[src/rtl/fifo_rd_arbiter.sv]
// Round-robin burst read scheduler for NUM_CH synchronous FIFOs feeding one
// valid/ready stream port through a 2-entry tagged output buffer.
module fifo_rd_arbiter #(
  parameter int NUM_CH      = 4,
  parameter int DATA_WIDTH  = 16,
  parameter int LEVEL_WIDTH = 10,
  parameter int BURST_LEN   = 16
) (
  input  logic                          clk,
  input  logic                          rst,
  input  logic                          enable,
  input  logic [NUM_CH-1:0]             ch_rempty,
  input  logic [NUM_CH*LEVEL_WIDTH-1:0] ch_level,
  output logic [NUM_CH-1:0]             ch_r_en,
  input  logic [NUM_CH*DATA_WIDTH-1:0]  ch_rdata,
  output logic                          m_valid,
  input  logic                          m_ready,
  output logic [DATA_WIDTH-1:0]         m_data,
  output logic [$clog2(NUM_CH)-1:0]     m_ch,
  output logic                          m_last,
  output logic                          busy,
  output logic                          fsm_state
);

  // Handshake: a word moves downstream in every cycle where m_valid && m_ready
  // are both high at the rising edge; m_valid never depends on m_ready.
  localparam int CW = $clog2(NUM_CH);
  localparam int EW = DATA_WIDTH + CW + 1;

  typedef enum logic {IDLE = 1'b0, BURST = 1'b1} state_t;

  state_t                 state, state_nx;
  logic [CW-1:0]          gnt, gnt_nx, last_gnt, last_gnt_nx;
  logic [LEVEL_WIDTH-1:0] cnt, cnt_nx, cnt_load;
  logic [LEVEL_WIDTH-1:0] level [NUM_CH];
  logic [DATA_WIDTH-1:0]  rdata [NUM_CH];
  logic [NUM_CH-1:0]      eligible;
  logic                   found;
  logic [CW-1:0]          pick, cand;
  int                     rr_idx;
  logic [1:0]             occ;
  logic                   inflight, pop, issue;
  logic [CW-1:0]          rd_ch;
  logic                   rd_last;
  logic [EW-1:0]          ent0, ent1, new_ent;

  always_comb begin
    for (int k = 0; k < NUM_CH; k++) begin
      level[k]    = ch_level[k*LEVEL_WIDTH +: LEVEL_WIDTH];
      rdata[k]    = ch_rdata[k*DATA_WIDTH +: DATA_WIDTH];
      eligible[k] = !ch_rempty[k] && (level[k] != '0);
    end
  end

  // First eligible channel strictly after the previous grant, wrapping.
  always_comb begin
    found  = 1'b0;
    pick   = '0;
    cand   = '0;
    rr_idx = 0;
    for (int i = 1; i <= NUM_CH; i++) begin
      rr_idx = (int'(last_gnt) + i) % NUM_CH;
      cand   = CW'(rr_idx);
      if (!found && eligible[cand]) begin
        found = 1'b1;
        pick  = cand;
      end
    end
  end

  assign cnt_load = (level[pick] > LEVEL_WIDTH'(BURST_LEN)) ? LEVEL_WIDTH'(BURST_LEN)
                                                           : level[pick];

  assign m_valid = (occ != 2'd0);
  assign pop     = m_valid && m_ready;
  // A read may go out only if its word is guaranteed a buffer slot next cycle.
  assign issue   = (state == BURST) &&
                   (({1'b0, occ} + {2'b0, inflight}) < (3'd2 + {2'b0, pop}));

  always_comb begin
    ch_r_en = '0;
    if (issue) ch_r_en[gnt] = 1'b1;
  end

  always_comb begin
    state_nx    = state;
    gnt_nx      = gnt;
    last_gnt_nx = last_gnt;
    cnt_nx      = cnt;
    case (state)
      IDLE: begin
        if (enable && found) begin
          gnt_nx      = pick;
          last_gnt_nx = pick;
          cnt_nx      = cnt_load;
          state_nx    = BURST;
        end
      end
      BURST: begin
        if (issue) begin
          cnt_nx = cnt - LEVEL_WIDTH'(1);
          if (cnt == LEVEL_WIDTH'(1)) state_nx = IDLE;
        end
      end
      default: state_nx = IDLE;
    endcase
  end

  always_ff @(posedge clk) begin
    if (rst) begin
      state    <= IDLE;
      gnt      <= '0;
      last_gnt <= CW'(NUM_CH - 1);
      cnt      <= '0;
      inflight <= 1'b0;
      rd_ch    <= '0;
      rd_last  <= 1'b0;
    end else begin
      state    <= state_nx;
      gnt      <= gnt_nx;
      last_gnt <= last_gnt_nx;
      cnt      <= cnt_nx;
      inflight <= issue;
      if (issue) begin
        rd_ch   <= gnt;
        rd_last <= (cnt == LEVEL_WIDTH'(1));
      end
    end
  end

  // ent0 is always the head; a push lands in the first free slot.
  assign new_ent = {rd_last, rd_ch, rdata[rd_ch]};

  always_ff @(posedge clk) begin
    if (rst) begin
      occ  <= 2'd0;
      ent0 <= '0;
      ent1 <= '0;
    end else begin
      case ({inflight, pop})
        2'b10: begin
          if (occ == 2'd0) ent0 <= new_ent;
          else             ent1 <= new_ent;
          occ <= occ + 2'd1;
        end
        2'b01: begin
          ent0 <= ent1;
          occ  <= occ - 2'd1;
        end
        2'b11: begin
          if (occ == 2'd1) begin
            ent0 <= new_ent;
          end else begin
            ent0 <= ent1;
            ent1 <= new_ent;
          end
        end
        default: ;
      endcase
    end
  end

  assign {m_last, m_ch, m_data} = ent0;
  assign busy      = (state != IDLE) || inflight || (occ != 2'd0);
  assign fsm_state = (state == BURST);

endmodule

[config.mk]
export PLATFORM = sky130hd
export DESIGN_NAME = fifo_rd_arbiter
export DESIGN_NICKNAME = d
export VERILOG_FILES = /design/src/rtl/fifo_rd_arbiter.sv
export SDC_FILE = /design/constraint.sdc
export NUM_CORES = 1
export LEC_CHECK = 0
export CORE_MARGIN = 2
export CORE_UTILIZATION = 40
export DETAILED_ROUTE_END_ITERATION = 6
export GPL_ROUTABILITY_DRIVEN = 1
export GPL_TIMING_DRIVEN = 0
export PLACE_DENSITY = 0.86
export SYNTH_ARGS = -nofsm -noshare
export SYNTH_HDL_FRONTEND = slang
export SYNTH_SLANG_ARGS = --single-unit
[constraint.sdc]
create_clock -name clk -period 4 [get_ports clk]
set_clock_uncertainty 0.05 [all_clocks]
set_input_delay 0.6 -clock clk [delete_from_list [all_inputs] [get_ports clk]]
set_output_delay 0.6 -clock clk [all_outputs]
set_load 0.05 [all_outputs]
Fig. 1: run 1, sequential cells grouped by signal name
Other sequential cells in the stronger grey, the rest of the logic in the fainter grey.
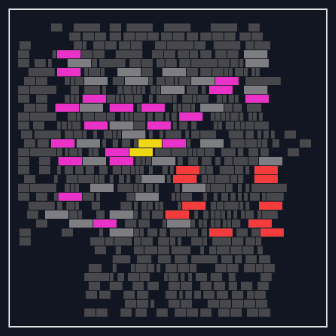
- cnt: red (flops 10)
- rd_ch: yellow (flops 2)
- ent1: magenta (flops 19)
- not coloured: 28

Fig. 2: run 1, power grid
Pins as bars on the die edge.
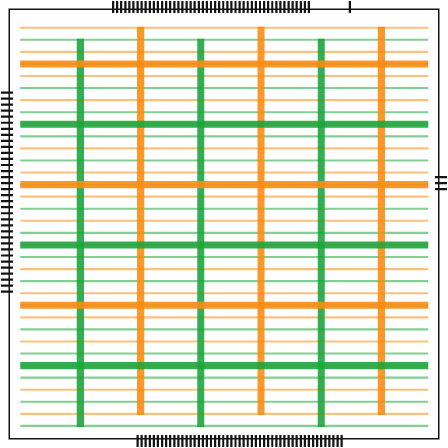
- VSS: green
- VDD: orange
- met4 straps: 6
- signal pins: 138
- met1 rails: 34
- rows: 33

==> impl_metrics.ini, run 1 <==
; generated from flow reports
[floorplan]
dieWidth_um = 96.5
die_h_um = 96.5
rows = 33

[grt]
antenna_found_initial = 0
grt_util_all_layers = 0.236

[clock_tree]
cts_made_buffers = 9
htreeDepth = 3
clock-sinks = 59

[layout]
design_area_mm2 = 0.00514
combGateArea_mm2 = 0.00209
drive_gt1_frac = 0.0935

[drt]
vias = 3639
vias_per_cell = 5.69
antenna_left = 0

[logic_synthesis]
syn_area_per_cell_um2 = 8.91
top_cells_by_count = dfxtp_1, nand2_1, nor2_1, a21oi_1, a211oi_1
yosys_area_mm2 = 0.00342
ys_ff = 59
synth-edff-count = 0
ys_dominant_reg_cell = dfxtp_1

[final_timing]
fmax_ghz = 0.268
final.setup.tns_ns = 0
rsz0062_at_grt = no

[setup_path]
cp.arrival_ns = 3.08
crit_required_ns = 3.35

[pwr]
leakagePower_nw = 1.85

[status]
status = complete, no violations

[hold_path]
hold_class = reg2reg

[placed_design]
place.port_buffers = 136
Fig. 3: run 1, clock routing
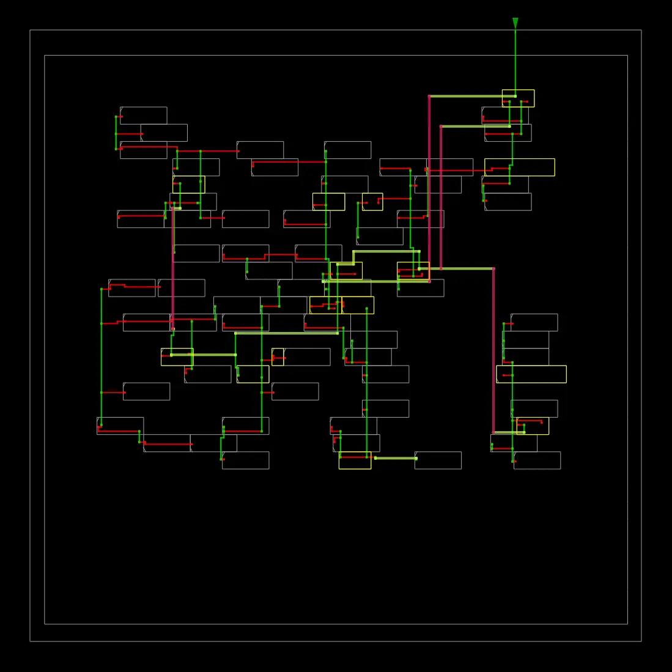
worst-skew pair later-pin latency: 0.34 ns
final-layout clock buffer total: 11
flop count: 59

## run 1: per-stage QoR
step	util	power, mW	std cells
after CTS	0.623	2.74	640
after global routing	0.623	2.88	640
after detailed placement	0.595	2.12	625
final	0.623	2.75	640
after floorplan	-	1.66	384
after global placement	0.595	2.09	625
## run 1: cell usage in the layout (no fill, tap or decap), drive strengths merged, types with 2 or more instances in the layout
cell | synthesis | routed
clkdlybuf4s50 | 0 | 136
dfxtp | 59 | 59
nand2 | 57 | 57
nor2 | 42 | 42
clkbuf | 20 | 31
a21oi | 28 | 28
a211oi | 23 | 23
a22oi | 20 | 20
mux2i | 17 | 17
mux4 | 16 | 16
inv | 15 | 15
ha | 9 | 9
nor4 | 8 | 8
o21ai | 7 | 7
nor3 | 6 | 6
nand3 | 4 | 4
a311oi | 4 | 4
buf | 4 | 4
nand2b | 3 | 3
a31oi | 3 | 3
nor2b | 3 | 3
o41a | 2 | 2
or2 | 2 | 2
mux2 | 2 | 2
o21bai | 2 | 2
xor2 | 2 | 2
o31ai | 2 | 2
bufinv | 0 | 2
nor3b | 2 | 2
or4 | 2 | 2
o41ai | 2 | 2
clkinv | 0 | 2
## run 1: layer usage
metal,part of all wire,routed length (um)
met5,0,0
met4,0.023,246
met3,0.048,517
met2,0.53,5700
met1,0.40,4380
## run 1: power by group
group	internal [mW]	switching [mW]	total, mW
registers	0.715	0.0864	0.801
logic	0.502	0.828	1.33
clock network	0.381	0.236	0.617
total	1.60	1.15	2.75
## run 1: critical path, stage by stage (launching register included)
cell and delay [ns]:
dfxtp_1 0.42, inv_1 0.07, ha_1 0.23, nand2b_1 0.22, o21ai_0 0.24, nor3b_2 0.44, nand2_1 0.15, nor2_1 0.12
clkdlybuf4s50_1 0.83
## run 1: sequential cells by signal, indices dropped and copies added, names as in the netlist
signal     cells
last_gnt       2
ent1          19
rd_last        1
fsm_state      1
ent0          19
rd_ch          2
occ            2
gnt            2
inflight       1
cnt           10
## run 1: final cells by class
type	instances	area share
repair buffers	136	0.265
multi-input cells	286	0.406
clock inverters	4	0.0144
plain buffers	24	0.0192
well taps	105	0.0255
flip-flops and latches	59	0.230
inverters	15	0.0109
clock buffers	11	0.0294
## run 1: kinds of logic after synthesis
group | Yosys count | synth area share
AOI/OAI and AO/OA | 106 | 0.226
buffers and inverters | 39 | 0.0454
DFF | 59 | 0.345
xor gates and xnor gates | 3 | 0.00768
adders and majority gates | 9 | 0.0329
muxes | 35 | 0.165
and+or+nand+nor | 133 | 0.177
## run 1: timing repair
| item | in CTS | in global routing |
|---|---|---|
| setup endpoints to repair | 1 | 0 |
| hold buffers | 0 | 0 |
| resized | 1 | 0 |
## run 1: final timing paths
| check | slack [ns] | depth (start not counted) | endpoint |
|---|---|---|---|
| setup / recovery | 0.27 | 8 | ch_r_en[2] |
| setup reg to reg | 0.91 | 9 | ent0[14] |
| hold reg to reg | 0.41 | 2 | ent1[2] |
| hold / removal | 0.41 | 2 | ent1[2] |
--- run 2 (diff from run 1) ---
--- a/config.mk
+++ b/config.mk
@@ -7,6 +7,7 @@
 export LEC_CHECK = 0
 export CORE_MARGIN = 2
 export CORE_UTILIZATION = 40
+export CTS_BUF_LIST = sky130_fd_sc_hd__clkbuf_4 sky130_fd_sc_hd__clkbuf_8
 export DETAILED_ROUTE_END_ITERATION = 6
 export GPL_ROUTABILITY_DRIVEN = 1
 export GPL_TIMING_DRIVEN = 0
Fig. 4: run 2, clock routing
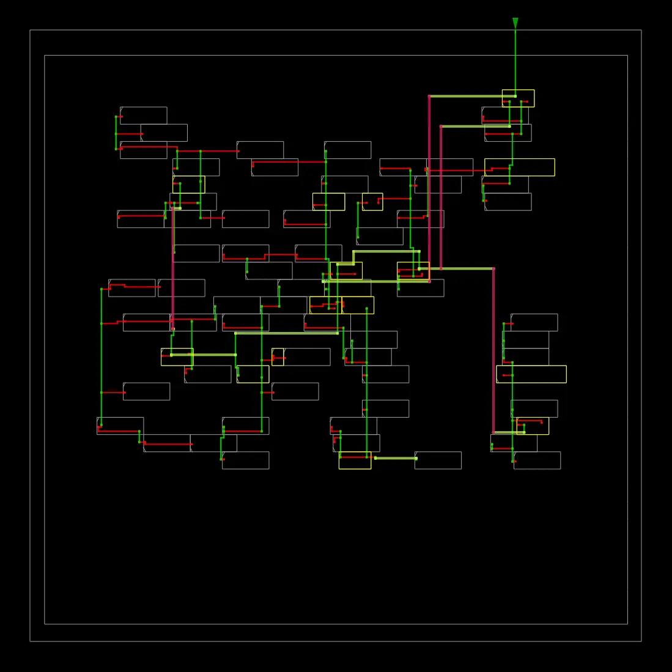
Num Clock Sinks: 59
Clock Power: 0.617 mW
total CTS buffers: 9

==> run 2 against run 1 <==
Compared with the run above: setup slack is the same; critical endpoint unchanged; register-to-register slack is essentially flat; first-iteration DRC count is the same; highest routed layer unchanged.
==> impl_metrics.ini, run 2 <==
; generated from flow reports
[grt]
antenna_found_initial = 0
grt_overflow = 0
grt_util_all_layers = 0.236

[logic_synthesis]
syn_area_per_cell_um2 = 8.91
ys_ff = 59
yosys_area_mm2 = 0.00342
synth_stat.cells = 384
synth-edff-count = 0
ys_dominant_reg_cell = dfxtp_1

[setup_path]
regToRegEndpoint = ent0[14]
crit_required_ns = 3.35
cp.arrival_ns = 3.08
r2r_cells = 9
r2r_setup_slack_ns = 0.91

[drt]
wire_per_inst_um = 16.9
antenna_left = 0
vias = 3639
vias_per_cell = 5.69

[hold_path]
hold_class = reg2reg
min_to = ent1[2]
hold_depth = 2

[layout]
drive_gt1_frac = 0.0935
utilization = 0.623
largest_registers = ent0 (19), ent1 (19), cnt (10)
layout.cells.most_common = clkdlybuf4s50_1
lay_top_cells = clkdlybuf4s50_1, dfxtp_1, nand2_1

[clock_tree]
worstSkewPairLatency_ns = 0.34
htreeDepth = 3
hold_buffers = 0
cts-root-buf = clkbuf_8

[pwr]
powerDensity_mw_per_mm2 = 534
leakagePower_nw = 1.85

[floorplan]
rows = 33
die_h_um = 96.5
dieWidth_um = 96.5

[status]
status = complete, no violations

[final_timing]
final.setup.tns_ns = 0
Fig. 5: run 2, sequential cells grouped by signal name
Other sequential cells in the stronger grey, the rest of the logic in the fainter grey.
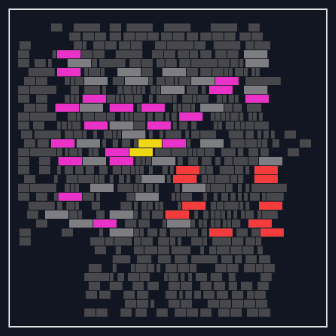
- cnt: red (flops 10)
- ent1: magenta (flops 19)
- rd_ch: yellow (flops 2)
- not coloured: 28

run 2: cell counts in the layout (fill, tap and decap cells not counted):
No cell type changed its count.
run 2: area by class of cell:
cell class	instances	area (um^2)	area share
timing repair buffer	136	1360	0.265
inverter	15	56.3	0.0109
sequential	59	1180	0.230
multi-input combinational	286	2090	0.406
buffer	24	98.8	0.0192
tap	105	131	0.0255
clock inverter	4	73.8	0.0144
clock buffer	11	151	0.0294
run 2: cells by family (layout without fill, tap and decap cells):
kind of cell               count (synthesis)  in the layout  share of synthesized area
muxes                                     35             35                      0.165
adders and majority gates                  9              9                     0.0329
DFF                                       59             59                      0.345
xor gates and xnor gates                   3              3                    0.00768
and+or+nand+nor                          133            133                      0.177
buffers and inverters                     39            190                     0.0454
AOI/OAI and AO/OA                        106            106                      0.226
run 2: repair_timing:
action | in CTS | in global routing
resized | 1 | 0
endpoints found under the setup margin | 1 | 0
setup buffers | 0 | 0
endpoints found under the hold margin | 0 | 0
run 2: worst max path at each step:
| stage | to | startpoint | depth (start not counted) | slack [ns] |
|---|---|---|---|---|
| 2_1_floorplan | ch_r_en[1] | fsm_state | 3 | 0.93 |
| 3_3_place_gp | ch_r_en[2] | m_ready | 7 | 0.13 |
| 3_5_place_dp | ch_r_en[2] | m_ready | 7 | 0.13 |
| 4_1_cts | ch_r_en[2] | occ[0] | 8 | 0.29 |
| 5_1_grt | ch_r_en[2] | occ[0] | 8 | 0.08 |
| 6_report | ch_r_en[2] | occ[0] | 8 | 0.27 |
run 2: critical path, cell delays in order, from the launching register on:
cell and delay, ns:
dfxtp_1 0.42, inv_1 0.07, ha_1 0.23, nand2b_1 0.22, o21ai_0 0.24, nor3b_2 0.44, nand2_1 0.15, nor2_1 0.12
clkdlybuf4s50_1 0.83
run 2: power breakdown:
| part | switching [mW] | internal (mW) | leakage, nW |
|---|---|---|---|
| Combinational | 0.828 | 0.502 | 1.25 |
| Clock | 0.236 | 0.381 | 0.115 |
| Sequential | 0.0864 | 0.715 | 0.483 |
run 2: routing by layer:
| layer | GRT usage | part of all wire | wire [um] |
|---|---|---|---|
| met5 | 0 | 0 | 0 |
| met4 | 0.106 | 0.023 | 246 |
| met3 | 0.0489 | 0.048 | 517 |
| met2 | 0.408 | 0.53 | 5700 |
| met1 | 0.281 | 0.40 | 4380 |
run 2: metrics by stage:
step | power [mW] | area [um^2] | instances | hold WS (ns)
floorplan | 1.66 | 3420 | 384 | 0.386
finish | 2.75 | 5140 | 640 | 0.411
global placement | 2.09 | 4910 | 625 | 0.391
global route | 2.88 | 5140 | 640 | 0.436
detailed placement | 2.12 | 4910 | 625 | 0.401
CTS | 2.74 | 5140 | 640 | 0.409
--- run 3 (diff from run 2) ---
--- a/config.mk
+++ b/config.mk
@@ -6,12 +6,13 @@
 export NUM_CORES = 1
 export LEC_CHECK = 0
 export CORE_MARGIN = 2
-export CORE_UTILIZATION = 40
+export CORE_UTILIZATION = 41
 export CTS_BUF_LIST = sky130_fd_sc_hd__clkbuf_4 sky130_fd_sc_hd__clkbuf_8
 export DETAILED_ROUTE_END_ITERATION = 6
 export GPL_ROUTABILITY_DRIVEN = 1
 export GPL_TIMING_DRIVEN = 0
-export PLACE_DENSITY = 0.86
+export PLACE_DENSITY = 0.91
+export RECOVER_POWER = 25
 export SYNTH_ARGS = -nofsm -noshare
 export SYNTH_HDL_FRONTEND = slang
 export SYNTH_SLANG_ARGS = --single-unit
==> constraint.sdc (replaced) <==
create_clock -name clk -period 3.1 [get_ports clk]
set_clock_uncertainty 0.05 [all_clocks]
set_input_delay 0.465 -clock clk [delete_from_list [all_inputs] [get_ports clk]]
set_output_delay 0.465 -clock clk [all_outputs]
set_load 0.05 [all_outputs]
Fig. 6: run 3, clock routing
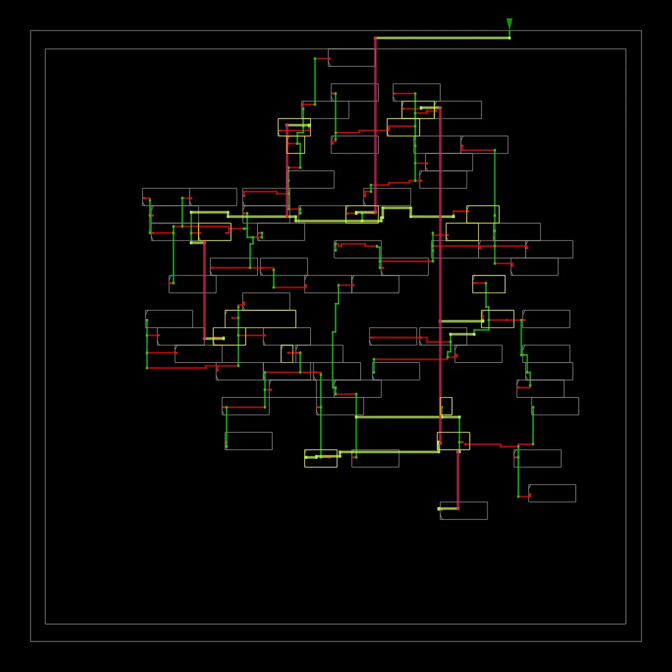
worst-skew pair later-pin latency: 0.36 ns
Clock Power: 0.752 mW
final-layout clock buffer total: 12

==> run 3 against run 2 <==
Compared with the run above: clock power is 22% higher; global-route usage grew 0.82 points; sequential power grew 29%; critical path type is now in2reg; count of clock-buffer cells in the layout increased by 1; highest routed layer unchanged; sequential cell count did not move; non-clock buffer count rose by 11; critical path depth rose by 3; die size fell by 2.3%; area after synthesis did not move; sequential share of layout area shrank 0.72 points.
==> impl_metrics.ini, run 3 <==
; generated from flow reports
[pwr]
switchingPower_mw = 1.57
finalPower_mw = 3.62
p_clk_frac = 0.208
intPower_mw = 2.05
powerDensity_mw_per_mm2 = 681
leakagePower_nw = 1.95
swShare = 0.433

[setup_path]
cp.arrival_ns = 3.26
r2r_setup_slack_ns = 0.02
r2r_cells = 10
crit_required_ns = 3.28
regToRegEndpoint = ent0[3]

[clock_tree]
htreeDepth = 3
clock-sinks = 59
cts-root-buf = clkbuf_8

[layout]
utilization = 0.653
design_area_mm2 = 0.00531
lay_top_cells = clkdlybuf4s50_1, dfxtp_1, nand2_1
combGateArea_mm2 = 0.00219
final-seq-area_mm2 = 0.00118
largest_registers = ent0 (19), ent1 (19), cnt (10)

[grt]
grt_overflow = 0
antenna_found_initial = 0

[logic_synthesis]
synth-edff-count = 0
yosys_area_mm2 = 0.00342
syn_area_per_cell_um2 = 8.91
ys_ff = 59
synth_stat.cells = 384

[final_timing]
worst_hold_slack_ns = 0.408

[floorplan]
dieWidth_um = 95.3
die_h_um = 95.3

[hold_path]
hold_class = reg2reg
hold_depth = 2

[status]
status = complete, no violations

[drt]
wire_per_inst_um = 18.3
vias = 3904
antenna_left = 0
vias_per_cell = 5.99

[placed_design]
dpl_cell_area_mm2 = 0.00491
Fig. 7: run 3, logic cells by family
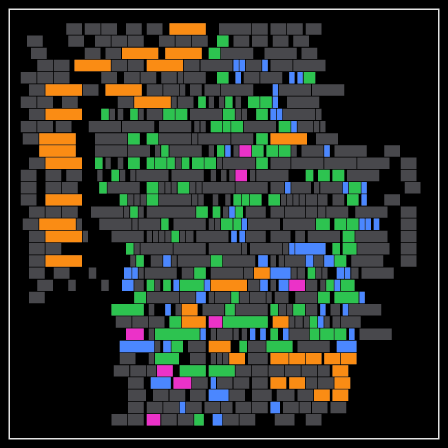
- AND-OR and OR-AND gates: magenta (cells 8; most used o41a_1)
- NOR gates: blue (cells 61; most used nor2_1)
- multiplexers: orange (cells 35; most used mux4_2; where widely spread)
- inverting AOI/OAI gates: green (cells 98; most used a21oi_1)

## run 3: netlist changes by cell type in the layout (fill, tap and decap cells not counted), sizes merged
| cell | change |
|---|---|
| clkbuf | +1 |
| buf | +14 |
| clkinvlp | +1 |
| clkdlybuf4s18 | +1 |
| dlymetal6s2s | +3 |
| clkdlybuf4s50 | -7 |
| bufinv | -1 |
## run 3: cell type report
class	count	area share
tap	105	0.0247
multi-input combinational	286	0.413
clock inverter	4	0.00895
inverter	15	0.0106
clock buffer	12	0.0311
timing repair buffer	147	0.270
buffer	24	0.0186
sequential	59	0.222
## run 3: critical path: stages
cell and delay, ns:
clkdlybuf4s50_1 0.43, or4_4 0.47, nor4_4 0.32, buf_4 0.19
a2111oi_4 0.05, a211oi_4 0.38, buf_6 0.19, mux2i_1 0.32
mux2i_4 0.14, a32oi_1 0.20, a211oi_1 0.09
## run 3: repair_timing
item                                    CTS  global route
setup buffers                             0            11
endpoints found under the setup margin    9            19
hold buffers                              0             0
cloned                                    0             0
resized                                  23            19
pin swaps                                 1             6
## run 3: routing by layer
layer,vias up,global-route usage,share of wire
li1,1742,-,-
met1,1860,0.316,0.39
met2,254,0.399,0.49
met3,48,0.0482,0.087
met4,0,0.0978,0.034
met5,-,0,0
## run 3: logic make-up after synthesis
family	Yosys count	synth area share
flip-flops	59	0.345
adder cells (fa/ha/maj)	9	0.0329
AND/OR/NAND/NOR	133	0.177
AND-OR/OR-AND	106	0.226
buffers and inverters	39	0.0454
XOR/XNOR	3	0.00768
multiplexers	35	0.165
## run 3: worst max-delay path by stage
stage / from / endpoint / slack (ns) / depth (start not counted)
after floorplan: fsm_state / ch_r_en[1] / 0.16 / 3
after global routing: occ[0] / ent0[15] / -0.11 / 10
after detailed placement: m_ready / ch_r_en[2] / -0.56 / 7
final: ch_level[10] / cnt[3] / 0.02 / 11
after global placement: m_ready / ch_r_en[2] / -0.55 / 7
after CTS: occ[0] / ch_r_en[1] / 0.01 / 7
## run 3: stage by stage
| stage | std cells | TNS (ns) |
|---|---|---|
| floorplan | 384 | 0 |
| global placement | 625 | -3.64 |
| detailed placement | 625 | -4.44 |
| CTS | 641 | 0 |
| global route | 652 | -0.806 |
| finish | 652 | 0 |
## run 3: power groups by stage
stage / clock network, mW / registers (mW) / logic [mW]
5_1_grt: 0.791 / 1.05 / 1.93
4_1_cts: 0.738 / 1.03 / 1.72
3_5_place_dp: 0 / 1.04 / 1.69
6_report: 0.752 / 1.03 / 1.83
3_3_place_gp: 0 / 1.04 / 1.64
2_1_floorplan: 0 / 1.36 / 0.779
Power is estimated from default activity; no workload was simulated.
